==> run_1/route_heat.png <==
Drawn at 3 px/µm. 24 x 24 tiles, from dark purple (low) to yellow (high), scaled to the fullest tile. Values are wire area over tile area, all layers added.
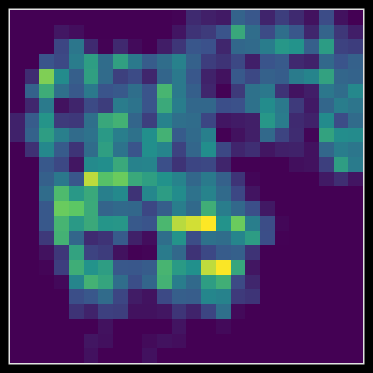
==> run_1/closeup.png <==
Region (34, 57) to (84, 107) µm. Cells in grey, sequential cells in the stronger grey; small squares are vias.
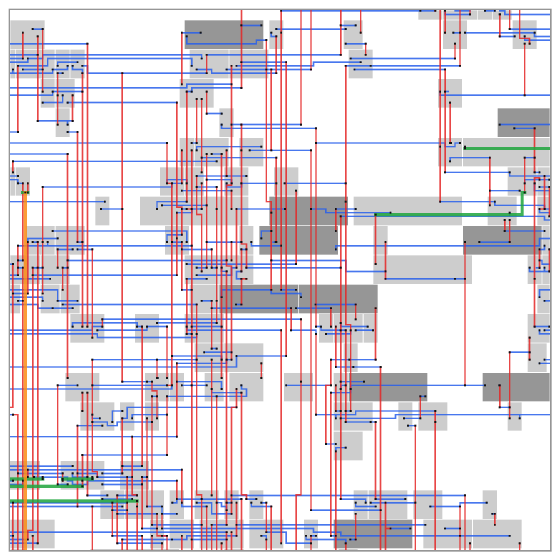
==> run_1/sizing.png <==
Drawn at 2 px/µm.
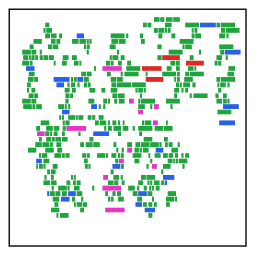
### src/rtl/receiver_rr.sv
// Router input receiver: round-robin arbiter of PORTS_NUM+1 flit sources onto one FIFO write port,
// with optional wormhole lock and a stall timeout that aborts dead packets.
module receiver_rr #(
    parameter  int DATA_SIZE = 4,
    parameter  int ADDR_SIZE = 1,
    parameter  int PORTS_NUM = 4,
    parameter  int PKT_LOCK  = 1,
    parameter  int TIMEOUT   = 8,
    localparam int FLIT      = DATA_SIZE + ADDR_SIZE + 1,
    localparam int NP        = PORTS_NUM + 1,
    localparam int PW        = $clog2(NP)
) (
    input  logic               clk,
    input  logic               a_rst,
    input  logic               is_full,
    input  logic [NP-1:0]      wr_ready_in,
    input  logic [FLIT*NP-1:0] data_i,
    output logic               wr_req,
    output logic [NP-1:0]      r_ready_out,
    output logic [FLIT-1:0]    data_o,
    output logic [PW-1:0]      cur_port,
    output logic               pkt_abort
);

    localparam int CW = (TIMEOUT > 0) ? $clog2(TIMEOUT + 1) : 1;

    typedef enum logic {IDLE, XFER} state_t;

    state_t          state;
    logic [PW-1:0]   ptr;
    logic [CW-1:0]   stall_cnt;
    logic [FLIT-1:0] flit_sel;
    logic [PW-1:0]   pick;
    logic            any_req;
    logic            xfer;

    assign flit_sel = data_i[int'(cur_port)*FLIT +: FLIT];
    assign xfer     = (state == XFER) && !is_full && wr_ready_in[cur_port];

    always_comb begin
        r_ready_out = '0;
        if (state == XFER && !is_full)
            r_ready_out[cur_port] = 1'b1;
    end

    // Scan farthest-first so the nearest requester after ptr overwrites the pick last.
    always_comb begin
        pick    = ptr;
        any_req = 1'b0;
        for (int k = NP; k >= 1; k--) begin
            if (wr_ready_in[(int'(ptr) + k) % NP]) begin
                pick    = PW'((int'(ptr) + k) % NP);
                any_req = 1'b1;
            end
        end
    end

    always_ff @(posedge clk) begin
        if (a_rst) begin
            state     <= IDLE;
            ptr       <= PW'(PORTS_NUM);
            wr_req    <= 1'b0;
            data_o    <= '0;
            cur_port  <= '0;
            pkt_abort <= 1'b0;
            stall_cnt <= '0;
        end else begin
            wr_req    <= xfer;
            pkt_abort <= 1'b0;
            if (xfer)
                data_o <= flit_sel;
            case (state)
                IDLE: begin
                    if (any_req) begin
                        cur_port <= pick;
                        state    <= XFER;
                    end
                end
                XFER: begin
                    if (xfer) begin
                        stall_cnt <= '0;
                        if (PKT_LOCK == 0 || flit_sel[FLIT-1]) begin
                            ptr   <= cur_port;
                            state <= IDLE;
                        end
                    end else if (!is_full) begin
                        // Only a silent source counts toward the timeout; FIFO backpressure never does.
                        if (TIMEOUT != 0 && stall_cnt == CW'(TIMEOUT - 1)) begin
                            pkt_abort <= 1'b1;
                            ptr       <= cur_port;
                            stall_cnt <= '0;
                            state     <= IDLE;
                        end else if (stall_cnt != '1) begin
                            stall_cnt <= stall_cnt + 1'b1;
                        end
                    end
                end
            endcase
        end
    end

endmodule
### config.mk
export PLATFORM = sky130hd
export DESIGN_NAME = receiver_rr
export DESIGN_NICKNAME = d
export VERILOG_FILES = /design/src/rtl/receiver_rr.sv
export SDC_FILE = /design/constraint.sdc
export NUM_CORES = 1
export LEC_CHECK = 0
export CAP_MARGIN = 20
export CORE_MARGIN = 2
export CORE_UTILIZATION = 25
export CTS_CLUSTER_DIAMETER = 100
export CTS_CLUSTER_SIZE = 30
export DETAILED_ROUTE_END_ITERATION = 12
export DONT_BUFFER_PORTS = 1
export PLACE_DENSITY_LB_ADDON = 0.1
export SETUP_SLACK_MARGIN = 0.1
export SYNTH_ARGS = -nofsm -noshare
export SYNTH_HDL_FRONTEND = slang
export SYNTH_SLANG_ARGS = --single-unit
export TNS_END_PERCENT = 1
### constraint.sdc
create_clock -name clk -period 5 [get_ports clk]
set_input_delay 0.5 -clock clk [delete_from_list [all_inputs] [get_ports clk]]
set_output_delay 0.5 -clock clk [all_outputs]
set_load 0.02 [all_outputs]
==> run_results.csv, run 1 <==
group,metric,value,unit
worst_setup_path,required,5.15,ns
clocking,clk_pin_slew,0.05,ns
clocking,post_cts_resized,0,
global_routing,met3_usage,0.0208,
power_and_ir_drop,pg_seq,222,µW
global_routing,top_usage_layer,"met2",
cells_and_area,num-fill-cells,1399,
power_and_ir_drop,p_switching,449,µW
floorplanning,chipArea,13800,µm²
timing,tightest_slew,0.983,ns
cells_and_area,final_cell_count_no_fill,583,
worst_hold_path,hp-start,"a_rst",
timing,rsz0062_at_grt,"no",
timing,min_period_over_period,0.871,
cells_and_area,synthToLayoutAreaGrowth,8.21,%
worst_setup_path,critPathMaxFanout,14,
global_routing,grt_pass1_vias,3069,
worst_setup_path,crit_arrival,4.50,ns
timing,setup_ws,0.646,ns
logic_synthesis,synth.largest_area_cell,"dfxtp_1",
job,cap_viol_max_count,0,
logic_synthesis,edf_count,0,
power_and_ir_drop,cellPowerDensity,281,nW/µm²
power_and_ir_drop,pwr-share-comb,0.606,
status,status,"complete, no violations",
cells_and_area,postLayoutCoreUtil,0.277,
power_and_ir_drop,power.total,983,µW
global_routing,track_usage,0.145,
Back to the opening pictures, route_heat.png:
densest ninth of the die: middle
tiles over half the peak: 11%
nearly empty tiles: 34%
Via Count: 3194
final WL: 10300 µm

Back to the opening pictures, closeup.png:
[M4] orange
[M1] blue
[M3] green
[M2] red
cells with their middle in the window: 107
sequential cells in the window: 10
netlist names of flops here include: `cur_port` (3), `ptr` (3), `stall_cnt` (2)
most frequent: nand2_1 (12), nor2_1 (11), dfxtp_1 (10)

Back to the opening pictures, sizing.png:
[x1 and smaller] green | cells: 371 | share: 90%
[x2] blue | cells: 23 | share: 5.6%
[x6 and larger] red | cells: 4 | share: 0.97%
[x3 and x4] magenta | cells: 13 | share: 3.2%

[run 1: worst max path at each step]
stage | from | endpoint | slack (ns) | cells after the start
3_3_place_gp | ptr[1] | cur_port[1] | 0.63 | 15
6_report | ptr[1] | cur_port[1] | 0.65 | 15
2_1_floorplan | ptr[0] | cur_port[1] | 0.47 | 19
4_1_cts | ptr[1] | cur_port[0] | 0.68 | 16
3_5_place_dp | ptr[1] | cur_port[0] | 0.71 | 16
5_1_grt | ptr[1] | cur_port[0] | 0.27 | 16
[run 1: critical path, cell delays in order, from the launching register on]
cell and delay, ns:
dfxtp_1 0.32, buf_4 0.19, ha_1 0.54, o21bai_1 0.16, a22oi_1 0.42, nand2_1 0.26
ha_1 0.31, nor2b_1 0.15, a2111o_1 0.31, o221ai_1 0.18, mux2_1 0.38, and3_1 0.18
nor2b_1 0.29, a21o_1 0.17, a31oi_1 0.08, o32ai_1 0.30
[run 1: layout make-up]
type,count,share of cell area
Clock buffer,4,0.0226
Inverter,18,0.0193
Multi-Input combinational cell,361,0.763
Sequential cell,19,0.109
Tap cell,172,0.0616
Timing Repair Buffer,9,0.0251
[run 1: cells in the final DEF (no fill, tap or decap), types with 7 or more instances in the layout]
cell type and instances:
a311oi_1 7, mux2i_1 18, nand3_1 13, o21ai_0 18, buf_4 8, nor2b_1 9
a21oi_1 20, dfxtp_1 19, nand2b_1 27, a211oi_1 7, nor2_1 40, ha_1 22
nand2_1 37, and2_1 8, a21o_1 8, inv_1 15
[run 1: state kept, by name, summed over array words and instances, names as in the netlist]
register / flops
data_o: 6
stall_cnt: 4
cur_port: 3
ptr: 3
pkt_abort: 1
state: 1
wr_req: 1
--- run 2 (diff from run 1) ---
--- a/config.mk
+++ b/config.mk
@@ -5,6 +5,7 @@
 export SDC_FILE = /design/constraint.sdc
 export NUM_CORES = 1
 export LEC_CHECK = 0
+export ABC_CLOCK_PERIOD_IN_PS = 5000
 export CAP_MARGIN = 20
 export CORE_MARGIN = 2
 export CORE_UTILIZATION = 25
@@ -17,4 +18,3 @@
 export SYNTH_ARGS = -nofsm -noshare
 export SYNTH_HDL_FRONTEND = slang
 export SYNTH_SLANG_ARGS = --single-unit
-export TNS_END_PERCENT = 1
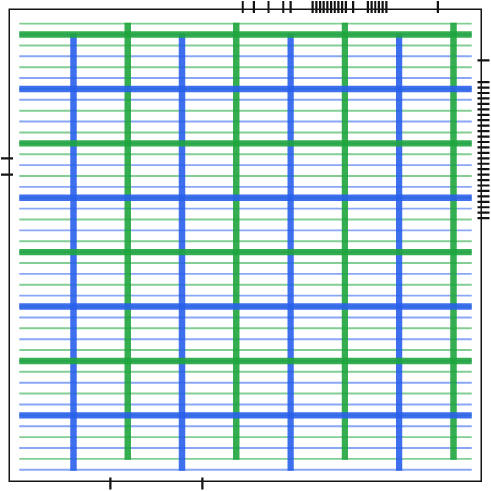
(run_2/floorplan.png)
Drawn at 4 px/µm. Pins as bars on the die edge.
[VSS] blue
[VDD] green
signal pins: 54
met5 straps: 8
met4 straps: 8
rows: 41
met1 rails: 42

==> run 2 against run 1 <==
Compared with the run above:
- clock-buffer cell count unchanged
- clock power about the same
- worst setup slack unchanged
- critical path depth unchanged
- clock skew unchanged
- wire length unchanged
- highest routed layer unchanged
- critical endpoint unchanged
==> run_results.csv, run 2 <==
group,metric,value,unit
cells_and_area,largest_reg_flops,6,
worst_setup_path,critPathMaxFanout,14,
clocking,post_cts_resized,0,
status,status,"complete, no violations",
timing,slew_headroom,0.335,
timing,tightest_slew,0.983,ns
job,cap_viol_max_count,0,
global_routing,overflow,0,
global_routing,grt_max_degree,30,
floorplanning,num_io_pins,54,
floorplanning,fp_util,0.256,
worst_setup_path,cp_num_buf_inv,1,
floorplanning,core,12600,µm²
logic_synthesis,synth.largest_area_cell,"dfxtp_1",
cells_and_area,largestRegisters,"data_o: 6 flops, stall_cnt: 4 flops",
global_routing,grt_pass1_vias,3069,
cells_and_area,largest_register,"data_o",
worst_setup_path,crit_arrival,4.50,ns
placement,place_congestion,0.791,
timing,rsz0062_at_grt,"no",
worst_setup_path,path_delay_family,"AND-OR/OR-AND gates",
placement,portBuffers,0,
power_and_ir_drop,pwr-share-comb,0.606,
floorplanning,chipArea,13800,µm²
clocking,clk_pin_slew,0.05,ns
power_and_ir_drop,power.total,983,µW
cells_and_area,finalNetCount,472,
global_routing,track_usage,0.145,
worst_hold_path,hp-start,"a_rst",
power_and_ir_drop,p_switching,449,µW
cells_and_area,synthToLayoutAreaGrowth,8.21,%
cells_and_area,mostFrequentLayoutCells,"nor2_1 (40), nand2_1 (37), nand2b_1 (27), ha_1 (22), a21oi_1 (20)",
worst_setup_path,r2r_start,"ptr[1]",
power_and_ir_drop,cellPowerDensity,281,nW/µm²
worst_setup_path,crit_path_cell_trace,"buf_4 -> ha_1 -> o21bai_1 -> a22oi_1 -> nand2_1 -> ha_1 -> nor2b_1 -> a2111o_1 -> o221ai_1 -> mux2_1 -> and3_1 -> nor2b_1 -> a21o_1 -> a31oi_1 -> o32ai_1",
logic_synthesis,edf_count,0,
timing,min_period_over_period,0.871,
worst_setup_path,worst-r2r-setup-slack,0.65,ns
worst_setup_path,crit_start,"ptr[1]",
drt,routed_wl,10300,µm
cells_and_area,fin_area,3490,µm²
worst_setup_path,critPathMaxStageDelay,0.54,ns
worst_setup_path,required,5.15,ns
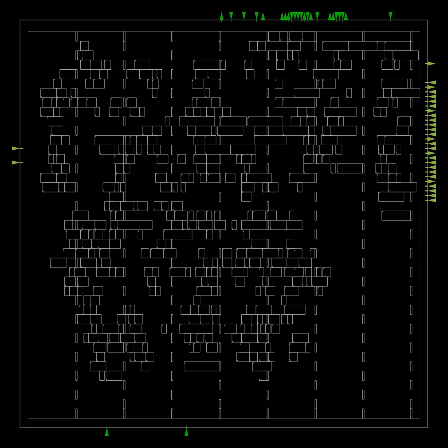
(run_2/placed.png)
post-layout util: 0.277
registers: 19
non-filler instance count after layout: 583

## run 2: cell counts after synthesis
No cell type changed its count.
## run 2: per-layer routing
| layer | up-vias | track usage |
|---|---|---|
| li1 | 1570 | - |
| met1 | 1529 | 0.186 |
| met2 | 84 | 0.258 |
| met3 | 11 | 0.0208 |
| met4 | 0 | 0.0286 |
| met5 | - | 0 |
## run 2: cell type report
type	count	area [µm²]
Tap cell	172	215
Clock buffer	4	78.8
Timing Repair Buffer	9	87.6
Fill cell	1399	9130
Sequential cell	19	380
Inverter	18	67.6
Multi-Input combinational cell	361	2670
## run 2: worst max-delay path by stage
stage	to	slack (ns)	cells after the start
2_1_floorplan	cur_port[1]	0.47	19
3_3_place_gp	cur_port[1]	0.63	15
3_5_place_dp	cur_port[0]	0.71	16
4_1_cts	cur_port[0]	0.68	16
5_1_grt	cur_port[0]	0.27	16
6_report	cur_port[1]	0.65	15
## run 2: kinds of logic (layout without fill, tap and decap cells)
group,Yosys count,after routing,share of synthesized area
XOR/XNOR,8,8,0.0298
AND/OR/NAND/NOR,169,169,0.275
flip-flops,19,19,0.118
buffers and inverters,45,31,0.0569
AND-OR/OR-AND,132,132,0.316
multiplexers,30,30,0.119
adder cells (fa/ha/maj),22,22,0.0852
## run 2: metrics by stage
step	std cells	setup WS (ns)	hold WS (ns)	util
3_3_place_gp	578	0.630	0.508	0.268
5_1_grt	583	0.273	0.306	0.277
2_1_floorplan	425	0.470	0.460	-
6_report	583	0.646	0.320	0.277
3_5_place_dp	578	0.706	0.499	0.268
4_1_cts	582	0.676	0.312	0.275
## run 2: power by group through the flow
stage	combinational, mW	clock, mW	sequential (mW)
floorplan	0.484	0	0.203
global placement	0.573	0	0.238
detailed placement	0.566	0	0.240
CTS	0.570	0.172	0.236
global route	0.658	0.179	0.227
finish	0.595	0.165	0.222
--- run 3 (diff from run 2) ---
--- a/config.mk
+++ b/config.mk
@@ -13,6 +13,8 @@
 export CTS_CLUSTER_SIZE = 30
 export DETAILED_ROUTE_END_ITERATION = 12
 export DONT_BUFFER_PORTS = 1
+export GPL_TIMING_DRIVEN = 0
+export HOLD_SLACK_MARGIN = 0.15
 export PLACE_DENSITY_LB_ADDON = 0.1
 export SETUP_SLACK_MARGIN = 0.1
 export SYNTH_ARGS = -nofsm -noshare
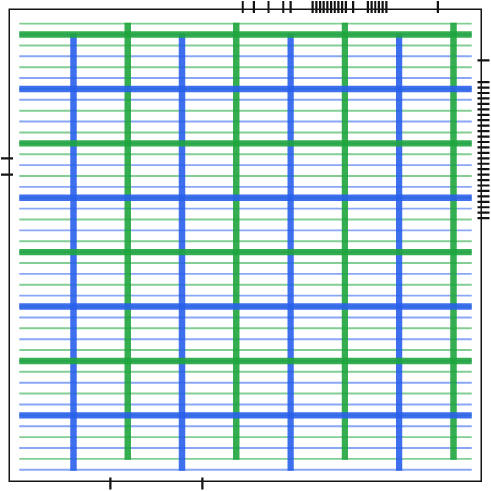
(run_3/floorplan.png)
Drawn at 4 px/µm. Pins as bars on the die edge.
[VSS] blue
[VDD] green
met5 straps: 8
met1 rails: 42
rows: 41
met4 straps: 8
signal pins: 54

==> run 3 against run 2 <==
Compared with the run above:
- register-to-register slack worse by 0.29 ns
- sequential power fell by 7%
- clock power about the same
- fmax is 6.3% lower
- worst setup slack lost 0.29 ns
- wire length rose by 9.0%
- sequential share of layout area shrank 0.17 points
- critical endpoint is now cur_port[2]
- hold slack better by 0.12 ns
- non-clock buffer count is 20 higher
- synthesized cell count did not move
- sequential cell count unchanged
- global-route usage rose by 1.5 points
==> run_results.csv, run 3 <==
group,metric,value,unit
global_routing,grt_max_degree,14,
worst_setup_path,required,5.12,ns
cells_and_area,finalNetCount,492,
cells_and_area,mostFrequentLayoutCells,"nor2_1 (40), nand2_1 (37), nand2b_1 (27), ha_1 (21), a21oi_1 (19)",
power_and_ir_drop,cellPowerDensity,280,nW/µm²
timing,min_period_over_period,0.930,
clocking,post_cts_resized,11,
logic_synthesis,edf_count,0,
global_routing,track_usage,0.161,
cells_and_area,clkbuf_count,3,
cells_and_area,seq_area,384,µm²
status,status,"complete, no violations",
timing,rsz0062_at_grt,"no",
cells_and_area,buf_share,0.0408,
floorplanning,taps,172,
cells_and_area,num-fill-cells,1419,
timing,slew_headroom,0.0995,
global_routing,grt_pass1_vias,3175,
floorplanning,fp_util,0.256,
worst_setup_path,crit_start,"ptr[0]",
cells_and_area,comb.multi_input.count,361,
worst_setup_path,crit_arrival,4.77,ns
floorplanning,num_io_pins,54,
power_and_ir_drop,p_switching,472,µW
cells_and_area,lay_top_count,"nor2_1",
cells_and_area,flops,19,
job,cap_viol_max_count,0,
cells_and_area,clock_area_frac,0.0223,
clocking,clk_pin_slew,0.06,ns
timing,tightest_slew,1.35,ns
timing,whs,0.439,ns
placement,pre_cts_ws,-0.846,ns
cells_and_area,largest_register,"data_o",
cells_and_area,final_cell_count_no_fill,603,
cells_and_area,postLayoutCoreUtil,0.284,
placement,portBuffers,0,
cells_and_area,largest_reg_flops,6,
floorplanning,core,12600,µm²
cells_and_area,synthToLayoutAreaGrowth,11.0,%
power_and_ir_drop,power.total,1.00,mW
cells_and_area,seq_area_frac,0.107,
worst_setup_path,critPathMaxFanout,13,
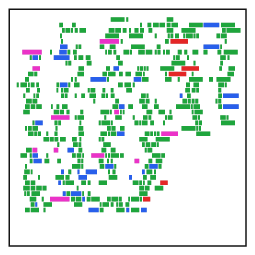
(run_3/sizing.png)
Drawn at 2 px/µm.
[x1 and smaller] green | cells: 380 | share: 88%
[x6 and larger] red | cells: 5 | share: 1.2%
[x3 and x4] magenta | cells: 11 | share: 2.6%
[x2] blue | cells: 35 | share: 8.1%

run 3: how the worst min path moves through the flow:
stage                               to          from  slack [ns]  cells past startpoint
final                        data_o[0]    data_i[24]        0.44                      2
after detailed placement     pkt_abort  stall_cnt[3]        0.50                      1
after floorplan              pkt_abort  stall_cnt[3]        0.46                      1
after global routing         data_o[0]    data_i[24]        0.44                      2
after global placement    stall_cnt[1]  stall_cnt[1]        0.51                      2
after CTS                    data_o[0]    data_i[24]        0.44                      2
run 3: metal layers:
metal	global-route usage	up-vias	share of wire
met3	0.0160	13	0.045
li1	-	1612	-
met2	0.288	86	0.50
met5	0	-	0
met4	0.0354	0	0.021
met1	0.207	1595	0.44
run 3: critical path, cell delays in order (launching register included):
cell and delay, ns:
dfxtp_4 0.39, buf_6 0.16, inv_1 0.07, clkbuf_2 0.25
buf_4 0.28, ha_2 0.35, buf_2 0.21, clkbuf_4 0.23
o21bai_4 0.23, nand2_1 0.16, ha_1 0.27, nor2b_1 0.14
a2111o_1 0.31, o221ai_1 0.15, mux2_1 0.36, and3_1 0.19
o221ai_1 0.23, a21boi_1 0.10, o31ai_1 0.30, a311oi_1 0.14
run 3: kinds of logic (layout without fill, tap and decap cells):
logic type	Yosys count	in the layout	synth area share
compound gates	132	132	0.316
xor+xnor	8	8	0.0298
fa+ha+maj	22	22	0.0852
buf+inv	45	51	0.0569
flops	19	19	0.118
mux	30	30	0.119
simple gates	169	169	0.275
run 3: power by group through the flow:
| stage | clock network [mW] | registers [mW] | logic, mW |
|---|---|---|---|
| after detailed placement | 0 | 0.210 | 0.621 |
| final | 0.167 | 0.206 | 0.631 |
| after floorplan | 0 | 0.203 | 0.484 |
| after CTS | 0.172 | 0.207 | 0.629 |
| after global routing | 0.177 | 0.208 | 0.701 |
| after global placement | 0 | 0.211 | 0.619 |
Power is estimated from default activity; no workload was simulated.
